$ cat src/rtl/emissions_pkg.sv
// Shared types for the multi-channel emissions monitor.
// Channel grade values double as the sample class so the two can be compared directly.
package emissions_pkg;

  typedef enum logic [1:0] {
    ST_NORMAL   = 2'd0,
    ST_WARNING  = 2'd1,
    ST_CRITICAL = 2'd2
  } ch_state_e;

  function automatic logic is_critical(input ch_state_e s);
    return (s == ST_CRITICAL);
  endfunction

endpackage

$ cat src/rtl/emissions_channel_fsm.sv
// One emissions channel: classifier, persistence counters, hysteresis, acknowledged critical latch.
// Outputs are flops loaded from the next-state decode so they move on the deciding edge.
module emissions_channel_fsm
  import emissions_pkg::*;
#(
  parameter int WIDTH      = 8,
  parameter int WARN_TH    = 50,
  parameter int CRIT_TH    = 100,
  parameter int HYST       = 5,
  parameter int PERSIST    = 3,
  parameter int LATCH_CRIT = 1
) (
  input  logic             clk,
  input  logic             reset,
  input  logic             sample_valid,
  input  logic [WIDTH-1:0] level,
  input  logic             alarm_ack,
  output logic             warning,
  output logic             critical,
  output logic             state_change
);

  localparam int CW = $clog2(PERSIST + 1);
  localparam logic [CW-1:0] PERSIST_M1 = CW'(PERSIST - 1);
  localparam logic [CW-1:0] PERSIST_C  = CW'(PERSIST);
  localparam logic [WIDTH-1:0] WARN_T  = WIDTH'(WARN_TH);
  localparam logic [WIDTH-1:0] CRIT_T  = WIDTH'(CRIT_TH);
  localparam logic [WIDTH-1:0] WARN_LO = WIDTH'(WARN_TH - HYST);
  localparam logic [WIDTH-1:0] CRIT_LO = WIDTH'(CRIT_TH - HYST);

  ch_state_e     state, state_n;
  logic [CW-1:0] up_cnt, up_n;
  logic [CW-1:0] dn_cnt, dn_n;
  logic          ack_seen, ack_n;
  logic          change_n;

  ch_state_e     cls;
  ch_state_e     dn_target;
  logic          up_q;
  logic          dn_q;
  logic          ack_eff;

  always_ff @(posedge clk or posedge reset) begin
    if (reset) begin
      state        <= ST_NORMAL;
      up_cnt       <= '0;
      dn_cnt       <= '0;
      ack_seen     <= 1'b0;
      warning      <= 1'b0;
      critical     <= 1'b0;
      state_change <= 1'b0;
    end else begin
      state        <= state_n;
      up_cnt       <= up_n;
      dn_cnt       <= dn_n;
      ack_seen     <= ack_n;
      warning      <= (state_n == ST_WARNING);
      critical     <= (state_n == ST_CRITICAL);
      state_change <= change_n;
    end
  end

  // Classification and down-path qualification share the hysteresis thresholds.
  always_comb begin
    cls = ST_NORMAL;
    if (level >= CRIT_T) begin
      cls = ST_CRITICAL;
    end else if (level >= WARN_T) begin
      cls = ST_WARNING;
    end

    up_q      = (cls > state);
    dn_q      = 1'b0;
    dn_target = ST_NORMAL;
    case (state)
      ST_WARNING: begin
        dn_q = (level < WARN_LO);
      end
      ST_CRITICAL: begin
        dn_q      = (level < CRIT_LO);
        dn_target = (level < WARN_LO) ? ST_NORMAL : ST_WARNING;
      end
      default: begin
        dn_q = 1'b0;
      end
    endcase

    ack_eff = ack_seen | (alarm_ack & is_critical(state));
  end

  always_comb begin
    state_n  = state;
    up_n     = up_cnt;
    dn_n     = dn_cnt;
    ack_n    = ack_seen;
    change_n = 1'b0;

    if (is_critical(state) && alarm_ack) begin
      ack_n = 1'b1;
    end

    if (sample_valid) begin
      if (up_q) begin
        dn_n = '0;
        if (up_cnt == PERSIST_M1) begin
          state_n  = cls;
          up_n     = '0;
          change_n = 1'b1;
          if (cls == ST_CRITICAL) begin
            ack_n = 1'b0;
          end
        end else begin
          up_n = up_cnt + CW'(1);
        end
      end else if (dn_q) begin
        up_n = '0;
        // A latched critical waits for an ack; its counter saturates meanwhile.
        if ((LATCH_CRIT != 0) && is_critical(state)) begin
          if ((dn_cnt >= PERSIST_M1) && ack_eff) begin
            state_n  = dn_target;
            dn_n     = '0;
            change_n = 1'b1;
          end else if (dn_cnt < PERSIST_C) begin
            dn_n = dn_cnt + CW'(1);
          end
        end else if (dn_cnt == PERSIST_M1) begin
          state_n  = dn_target;
          dn_n     = '0;
          change_n = 1'b1;
        end else begin
          dn_n = dn_cnt + CW'(1);
        end
      end else begin
        up_n = '0;
        dn_n = '0;
      end
    end
  end

endmodule

$ cat src/rtl/multi_channel_emissions_monitor.sv
// NUM_CH independent emissions channels graded NORMAL / WARNING / CRITICAL.
// Only slicing, per-channel instances and summary ORs live here.
module multi_channel_emissions_monitor
  import emissions_pkg::*;
#(
  parameter int WIDTH      = 8,
  parameter int NUM_CH     = 4,
  parameter int WARN_TH    = 50,
  parameter int CRIT_TH    = 100,
  parameter int HYST       = 5,
  parameter int PERSIST    = 3,
  parameter int LATCH_CRIT = 1
) (
  input  logic                    clk,
  input  logic                    reset,
  input  logic                    sample_valid,
  input  logic [NUM_CH*WIDTH-1:0] level,
  input  logic [NUM_CH-1:0]       alarm_ack,
  output logic [NUM_CH-1:0]       warning,
  output logic [NUM_CH-1:0]       critical,
  output logic [NUM_CH-1:0]       state_change,
  output logic                    any_warning,
  output logic                    any_critical
);

  // Reject threshold sets that would break the classifier or the counters.
  if (WARN_TH >= CRIT_TH) begin : g_bad_order
    $error("WARN_TH must be below CRIT_TH");
  end
  if (HYST > WARN_TH) begin : g_bad_hyst
    $error("HYST must not exceed WARN_TH");
  end
  if (PERSIST == 0) begin : g_bad_persist
    $error("PERSIST must be at least 1");
  end
  if (CRIT_TH >= (1 << WIDTH)) begin : g_bad_range
    $error("CRIT_TH does not fit in WIDTH bits");
  end

  for (genvar i = 0; i < NUM_CH; i++) begin : g_ch
    emissions_channel_fsm #(
      .WIDTH      (WIDTH),
      .WARN_TH    (WARN_TH),
      .CRIT_TH    (CRIT_TH),
      .HYST       (HYST),
      .PERSIST    (PERSIST),
      .LATCH_CRIT (LATCH_CRIT)
    ) u_ch (
      .clk          (clk),
      .reset        (reset),
      .sample_valid (sample_valid),
      .level        (level[i*WIDTH +: WIDTH]),
      .alarm_ack    (alarm_ack[i]),
      .warning      (warning[i]),
      .critical     (critical[i]),
      .state_change (state_change[i])
    );
  end

  assign any_warning  = |warning;
  assign any_critical = |critical;

endmodule
$ cat config.mk
export PLATFORM = sky130hd
export DESIGN_NAME = multi_channel_emissions_monitor
export DESIGN_NICKNAME = d
export VERILOG_FILES = /design/src/rtl/emissions_pkg.sv /design/src/rtl/emissions_channel_fsm.sv /design/src/rtl/multi_channel_emissions_monitor.sv
export SDC_FILE = /design/constraint.sdc
export NUM_CORES = 1
export LEC_CHECK = 0
export CORE_UTILIZATION = 54
export DETAILED_ROUTE_END_ITERATION = 10
export GPL_TIMING_DRIVEN = 1
export HOLD_SLACK_MARGIN = 0.12
export PLACE_DENSITY = 0.81
export RECOVER_POWER = 50
export SYNTH_ARGS = -nofsm -noshare
export SYNTH_HDL_FRONTEND = slang
export SYNTH_SLANG_ARGS = --single-unit
$ cat constraint.sdc
create_clock -name clk -period 2.8 [get_ports clk]
set_input_delay 0.84 -clock clk [delete_from_list [all_inputs] [get_ports clk]]
set_output_delay 0.84 -clock clk [all_outputs]
set_load 0.005 [all_outputs]
clock_wires.png
Scale: 6 px per um.
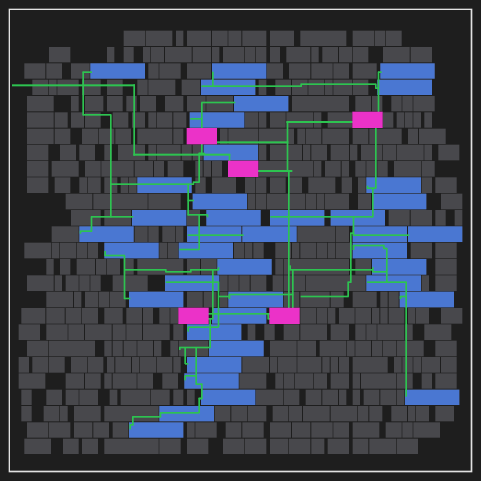
- green: clock wires (length 537 um)
- blue: flip-flops (count 40)
- magenta: clock-net drivers (count 5)
- routed clock nets: 6
clk pwr: 528 uW
clock group share of total power: 0.158
clk latency late pin: 300 ps

port_trees.png
Scale: 6 px per um.
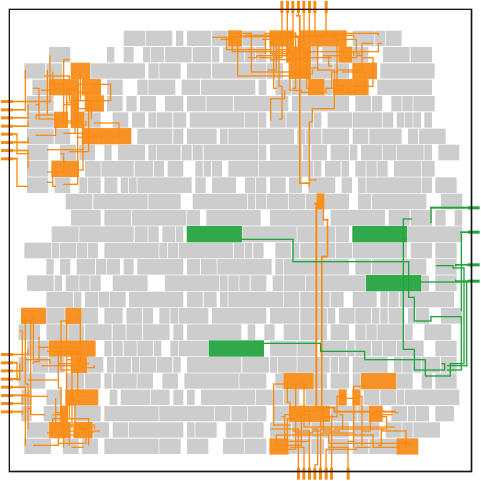
- orange: level (direction input; end cells 42; buffers 59; wire 1300 um)
- green: critical (direction output; end cells 4; buffers 4; wire 212 um)
port bufs: 52
I/O pins: 53

==> flow_summary.toml <==
# generated from flow reports
[layout]
logic_area_sq_um = 2080
final_cell_mix = "buf_4 (66), dfrtp_1 (40), inv_1 (37)"
layout-drive-gt1-share = 0.305
dominant-cell-class = "combinational gates"
finalInstanceArea_sq_um = 4490
syn_to_final_growth_pct = 48.4
fin_nets = 533
seq_area_sq_um = 1000
fillCellCount = 280
ff_count = 40
reg.largest.list = "g_ch.u_ch.dn_cnt x8, g_ch.u_ch.state x8, g_ch.u_ch.up_cnt x8"
sh_seq_area = 0.223
clk_share = 0.0282
nClkBuffers = 7
nNonClkBuffers = 122

[logic_synthesis]
ys_seq_share = 0.331
synthesis.area_sq_um = 3020
top_cells_by_count = "dfrtp_1 (40), inv_1 (39), ha_1 (32)"
synth_cells = 353
synth_top_area_share = 0.331
edf_count = 0
adder_share = 0.133
synthSimpleGateAreaFrac = 0.207
netlist_top_cells_area = "dfrtp_1 (33%), ha_1 (13%), inv_1 (4.8%), nor2_1 (3.9%), a21oi_1 (3.1%)"
ys_types = 57
ys_warn_count = 0
synth_area_leader_cell = "dfrtp_1"
ys_sh_mux = 0.0174
synthAoiAreaFrac = 0.223
async_flop_share = 1.00
syn-num-nets = 424
yosys_cells = 353
ys_chip_area_sq_um = 3020

[critical_path]
critPathRequiredTime_ps = 2990
cp_max_fo = 3
cp.depth = 11
crit_family = "simple AND/OR/NAND/NOR gates"
worstSetupPathType = "in -> reg"
r2r_slack_ps = 540
crit_path_start = "level[12]"
r2r-end = "g_ch[1].u_ch.warning"

[cts]
cts_hold_buf = 0
h-tree-depth = 2
cts_root_buf = "clkbuf_8"
cts_sinks = 40
cts_resized = 59
cts_buffers = 5
clock_path_buffers = 2
post-cts-setup-buffers = 8

[place]
placed_area_sq_um = 3920
dp_hpwl_um = 5390
dp_cells = 508

[power]
p_sw_frac = 0.405
power_leader = "combinational logic"
p_leak_uw = 0.00204
combinationalPower_uw = 1830
seq_power_share = 0.292
p_sw_uw = 1350
p_comb_frac = 0.549
intPower_uw = 1980
max-vdd-ir-drop_mv = 0.475

[status]
violations = "negative setup slack"
status = "finished, violations left"

[sta]
fin_ws_ps = -33.4
slew_violations = 0
setup_tns_ps = -65.6
fmax_ghz = 0.353
timing.hold.ws_ps = 496
setup_violations = 2
min_period_ps = 2830

[route]
wl_met2_um = 4640
dr_wl_met3_um = 514
drt_wl_total_um = 9150
antenna_left = 0
drtIter0Drc = 201
via_per_inst = 6.04
via_count = 3220
dr.pass1.iters = 4

[floorplan]
core_area_sq_um = 5240
die-area_sq_um = 5900
fp_util = 0.577

[global_route]
grt_pass1_vias = 3071
grt_max_degree = 41
top_usage_layer = "met2"
antenna_found_initial = 0

[hold_path]
hold_class = "reg -> reg"
holdPathEnd = "g_ch[1].u_ch.up_cnt[0]"

[flow_run]
maxCapViolations = 0
warnings = 44
congestion_map.png
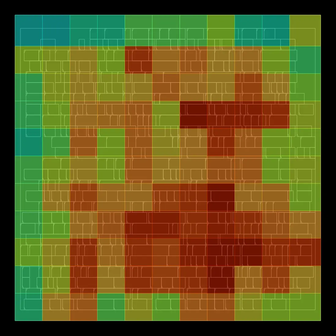
routing usage on met1: 0.339
aggregate global-route resource usage: 0.278
Core Util, Final: 0.856
post-DR wirelength/cell: 17.2 um
grt met2 use: 0.488

gates.png
Scale: 4 px per um.
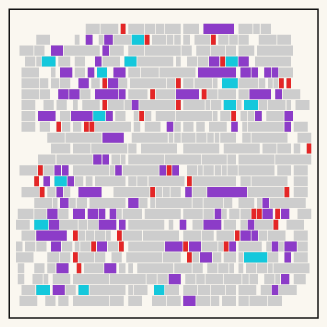
- cyan: non-inverting ao/oa cells (cells 15; most used o21a_1; where widely spread)
- red: inv cells (cells 39; most used inv_1)
- purple: aoi and oai cells (cells 84; most used a21oi_1)
most numerous logic cell after layout: buf_4
fin cells: 533
Comb area share: 0.464

Power is estimated from default activity; no workload was simulated.
